<file path="config.mk">
export PLATFORM = sky130hd
export DESIGN_NAME = aoi_cone_pipe
export DESIGN_NICKNAME = d
export VERILOG_FILES = /design/src/rtl/aoi_cone_pipe.sv
export SDC_FILE = /design/constraint.sdc
export NUM_CORES = 1
export LEC_CHECK = 0
export ABC_CLOCK_PERIOD_IN_PS = 7900
export CAP_MARGIN = 20
export CORE_MARGIN = 3
export CORE_UTILIZATION = 47
export DETAILED_ROUTE_END_ITERATION = 8
export PLACE_DENSITY = 0.95
export SYNTH_ARGS = -nofsm -noshare
export SYNTH_HDL_FRONTEND = slang
export SYNTH_SLANG_ARGS = --single-unit
</file>
<file path="constraint.sdc">
create_clock -name clk -period 7.9 [get_ports clk]
set_clock_uncertainty 0.1 [all_clocks]
set_input_delay 0.79 -clock clk [delete_from_list [all_inputs] [get_ports clk]]
set_output_delay 0.79 -clock clk [all_outputs]
set_load 0.03 [all_outputs]
</file>
<file path="src/rtl/aoi_cone_pipe.sv">
// aoi_cone_pipe: per-lane AOI322 / OAI322 evaluation followed by an elastic
// valid/ready pipeline of DEPTH stages, with a saturating count of the
// 1-bits delivered on the output.
// The gate result is computed ahead of stage 1. Later stages only move
// result, mode and valid forward. Backpressure ripples combinationally from
// out_ready toward in_ready, so a full pipeline still accepts a word on a
// cycle when the output drains.
module aoi_cone_pipe #(
  parameter int LANES = 8,
  parameter int DEPTH = 2,
  parameter int CNT_W = 16
) (
  input  logic             clk,
  input  logic             rst_n,
  input  logic             in_valid,
  output logic             in_ready,
  input  logic             in_mode,
  input  logic [LANES-1:0] in_a1,
  input  logic [LANES-1:0] in_a2,
  input  logic [LANES-1:0] in_a3,
  input  logic [LANES-1:0] in_b1,
  input  logic [LANES-1:0] in_b2,
  input  logic [LANES-1:0] in_c1,
  input  logic [LANES-1:0] in_c2,
  output logic             out_valid,
  input  logic             out_ready,
  output logic [LANES-1:0] out_y,
  output logic             out_mode,
  input  logic             cnt_clr,
  output logic [CNT_W-1:0] ones_cnt,
  output logic             cnt_sat
);

  // Popcount width, and a sum width wide enough that counter + popcount
  // cannot wrap before the saturation compare.
  localparam int PC_W  = $clog2(LANES + 1);
  localparam int SUM_W = ((CNT_W > PC_W) ? CNT_W : PC_W) + 1;
  localparam logic [SUM_W-1:0] CNT_MAX = {{(SUM_W-CNT_W){1'b0}}, {CNT_W{1'b1}}};

  // Mode 0 is the AOI322 function and mode 1 is the OAI322 function.
  function automatic logic [LANES-1:0] cone_eval(
    input logic             mode,
    input logic [LANES-1:0] a1,
    input logic [LANES-1:0] a2,
    input logic [LANES-1:0] a3,
    input logic [LANES-1:0] b1,
    input logic [LANES-1:0] b2,
    input logic [LANES-1:0] c1,
    input logic [LANES-1:0] c2
  );
    logic [LANES-1:0] y;
    if (mode == 1'b0) begin
      y = ~((a1 & a2 & a3) | (b1 & b2) | (c1 & c2));
    end else begin
      y = ~((a1 | a2 | a3) & (b1 | b2) & (c1 | c2));
    end
    return y;
  endfunction

  // Returns the number of set bits in a result word.
  function automatic logic [PC_W-1:0] popcount(input logic [LANES-1:0] v);
    logic [PC_W-1:0] n;
    n = '0;
    for (int i = 0; i < LANES; i++) begin
      n = n + PC_W'(v[i]);
    end
    return n;
  endfunction

  logic [DEPTH-1:0]            v_q, v_d;
  logic [DEPTH-1:0][LANES-1:0] y_q, y_d;
  logic [DEPTH-1:0]            m_q, m_d;
  logic [CNT_W-1:0]            cnt_q, cnt_d;
  logic                        sat_q, sat_d;

  logic [DEPTH:0]              load_s;   // load_s[DEPTH] stands for the downstream sink
  logic [DEPTH-1:0]            adv_s;
  logic [LANES-1:0]            gate_s;
  logic [SUM_W-1:0]            sum_s;
  logic                        out_hs_s;

  // Gate evaluation on the raw operands, ahead of stage 1.
  always_comb begin
    gate_s = cone_eval(in_mode, in_a1, in_a2, in_a3, in_b1, in_b2, in_c1, in_c2);
  end

  // Backpressure chain: a stage advances when it is valid and the stage ahead loads.
  always_comb begin
    adv_s          = '0;
    load_s         = '0;
    load_s[DEPTH]  = out_ready;
    for (int k = DEPTH - 1; k >= 0; k--) begin
      adv_s[k]  = v_q[k] & load_s[k+1];
      load_s[k] = ~v_q[k] | adv_s[k];
    end
  end

  // Next-state of the stages. Payload is only written when a valid word moves
  // in, so a stalled output and bubbles leave the data untouched.
  always_comb begin
    v_d = v_q;
    y_d = y_q;
    m_d = m_q;
    if (load_s[0]) begin
      v_d[0] = in_valid;
      if (in_valid) begin
        y_d[0] = gate_s;
        m_d[0] = in_mode;
      end else begin
        y_d[0] = y_q[0];
        m_d[0] = m_q[0];
      end
    end else begin
      v_d[0] = v_q[0];
    end
    for (int k = 1; k < DEPTH; k++) begin
      if (load_s[k]) begin
        v_d[k] = v_q[k-1];
        if (v_q[k-1]) begin
          y_d[k] = y_q[k-1];
          m_d[k] = m_q[k-1];
        end else begin
          y_d[k] = y_q[k];
          m_d[k] = m_q[k];
        end
      end else begin
        v_d[k] = v_q[k];
      end
    end
  end

  // Ones counter. A clear takes priority over a handshake in the same cycle.
  // The sticky flag records any addition that was clipped at the maximum.
  always_comb begin
    out_hs_s = v_q[DEPTH-1] & out_ready;
    sum_s    = SUM_W'(cnt_q) + SUM_W'(popcount(y_q[DEPTH-1]));
    cnt_d    = cnt_q;
    sat_d    = sat_q;
    if (cnt_clr) begin
      cnt_d = '0;
      sat_d = 1'b0;
    end else if (out_hs_s) begin
      if (sum_s > CNT_MAX) begin
        cnt_d = {CNT_W{1'b1}};
        sat_d = 1'b1;
      end else begin
        cnt_d = sum_s[CNT_W-1:0];
        sat_d = sat_q;
      end
    end else begin
      cnt_d = cnt_q;
      sat_d = sat_q;
    end
  end

  // State registers. Reset drops every word in flight at once.
  always_ff @(posedge clk or negedge rst_n) begin
    if (!rst_n) begin
      v_q   <= '0;
      y_q   <= '0;
      m_q   <= '0;
      cnt_q <= '0;
      sat_q <= 1'b0;
    end else begin
      v_q   <= v_d;
      y_q   <= y_d;
      m_q   <= m_d;
      cnt_q <= cnt_d;
      sat_q <= sat_d;
    end
  end

  assign in_ready  = load_s[0];
  assign out_valid = v_q[DEPTH-1];
  assign out_y     = y_q[DEPTH-1];
  assign out_mode  = m_q[DEPTH-1];
  assign ones_cnt  = cnt_q;
  assign cnt_sat   = sat_q;

endmodule

</file>
Fig. 1: pin map
(4 px per µm) Pins as bars across the die edge, other pins in gray.
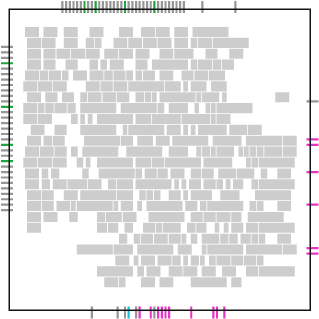
`ones_cnt`: marked magenta, pins 16, direction output, edge 10 bottom, 6 right. `in_a3`: marked green, pins 8, direction input, edge 4 left, 4 top. `out_valid`: marked cyan, pins 1, direction output, edge bottom.

Fig. 2: gate-type map
(4 px per µm)
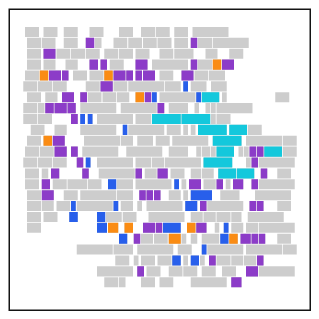
NAND gates: marked blue, cells 23. AND and OR gates: marked orange, cells 10. inverting AOI/OAI gates: marked purple, cells 60. adder and majority cells: marked cyan, cells 11, where middle right.
Comb/total area: 36.7%
dominant logic cell type in the layout: clkdlybuf4s50_1
final std cells w/o fill: 351

Fig. 3: clock wires, drivers and flops
(6 px per µm)
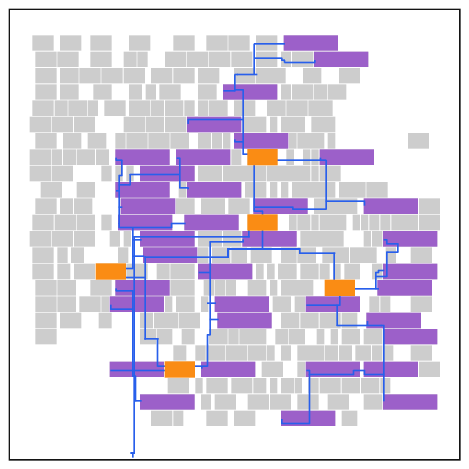
flip-flops: marked purple, count 37. clock wires: marked blue, length 458 µm. cells driving clock nets: marked orange, count 5.
There are 6 routed clock nets.
Clk pwr share: 19.5%
Clk. pwr: 131 µW
clk_lat worst skew: 290 ps

Fig. 4: routed metal, one color a layer
(4 px per µm) Two of the layers only.
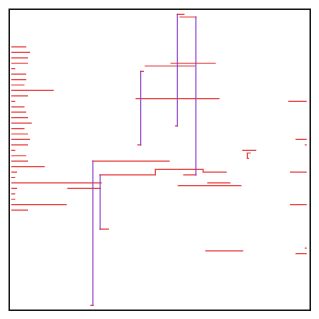
met4: marked purple, wire length 135 µm. met3: marked red, wire length 303 µm.
Total Routing Usage GR: 21.4%
Routed WL: 5.68 mm
wire per inst: 16.2 µm

Fig. 5: clock routing
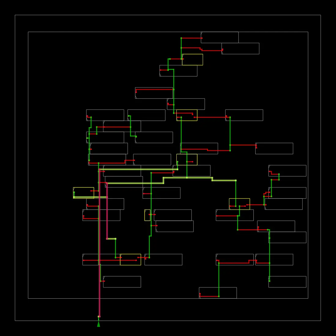
clock sinks: 37
CLK BUF: 7
CTS buffer count: 5

==> Changelog: implementation <==
### Changed

* Synth Instances at 217
* Sequential share of power at 35.0%
* ANT nets after route at 0
* R2r startpoint: out_y[0]$_DFFE_PN0P_
* GRT overflow at 0
* Post-synth top area cell: dfrtp_1
* Routability cong. at 0.858
* Combinational power share at 45.5%
* Top cells by count: dfrtp_1 (37), o21ai_0 (17), inv_1 (12), nand2_1 (12)
* Power Dens Cells at 212 nW/µm²
* Fmax at 0.261 GHz
* FP Util at 49.8%
* Layout area overhead at 42.4%
* Synth Net Count at 290
* Layout net count at 372
* Antenna Cells at 0
* Quantity of gates resized following cts at 0
* FFs w/ async S/R, synth at 100%
* PortBufs at 89
* Syn avg cell area at 10.3 µm²
* Hold Path End: y_q[6]$_DFFE_PN0P_
* Worst-path maximum fanout at 16
* Final hold vios at 0
* Hold Startpoint: y_q[6]$_DFFE_PN0P_
* Io pins at 90
* Max VDD drop at 0.000125 V
* R2r setup slk at 4060 ps
* Run status: completed
* Non-clock buffer share at 27.9%
* Detailed Routing Iterations Pass 1 at 4
* Vias in the first global route at 2064
* Die Ht at 74.9 µm
* Main flop type: dfrtp_1
* # rows at 24
* Final slew viol count at 0
* Final instance area at 3170 µm²
* Post-layout min period at 3840 ps
* Post-synth cell types at 44
* Chip Area, Yosys at 2230 µm²
* Non-clk invs at 12
* Sequential cell power at 236 µW
## logic make-up (layout without fill, tap and decap cells)
family          after synthesis  in the layout  synth area share (%)
compound gates               71             71                  21.3
flops                        37             37                  41.5
xor+xnor                     12             12                  4.72
simple gates                 48             48                  12.5
mux                          12             12                  5.95
fa+ha+maj                    11             11                  7.86
buf+inv                      26            108                  6.18
## critical path, stage by stage, from the launching register on
cell	delay (ps)
dfrtp_1	410
fa_1	540
inv_1	50
fa_1	450
fa_1	510
fa_1	180
inv_1	50
fa_1	390
a21o_1	200
a21oi_2	270
nand4b_2	360
o21ai_0	180
## state kept, by name (all words and copies together), names as in the netlist
name,count
ones_cnt,16
m_q,2
v_q,2
cnt_sat,1
y_q,8
out_y,8
## routing by layer
metal | global-route usage, % | vias to the layer above | share of wire, %
met1 | 25.1 | 999 | 39
met4 | 8.89 | 0 | 2.4
li1 | - | 967 | -
met2 | 37.6 | 67 | 53
met5 | 0 | - | 0
met3 | 4.54 | 11 | 5.3
## stage by stage
stage	power [µW]	utilization [%]	setup WS (ps)	std cells
after floorplan	445	-	4280	217
after global placement	527	69.0	4180	344
after detailed placement	547	69.0	4100	344
after CTS	680	70.9	4060	351
after global routing	720	70.9	3870	351
final	674	70.9	4060	351
## worst max path at each step
stage	endpoint	slack [ps]	depth (start not counted)
6_report	ones_cnt[4]$_DFFE_PN0P_	4060	11
5_1_grt	ones_cnt[4]$_DFFE_PN0P_	3870	11
4_1_cts	ones_cnt[4]$_DFFE_PN0P_	4060	11
3_5_place_dp	ones_cnt[4]$_DFFE_PN0P_	4100	11
3_3_place_gp	ones_cnt[0]$_DFFE_PN0P_	4180	11
2_1_floorplan	ones_cnt[7]$_DFFE_PN0P_	4280	12
Power figures rest on the tool's default switching activity, not on a simulated workload.
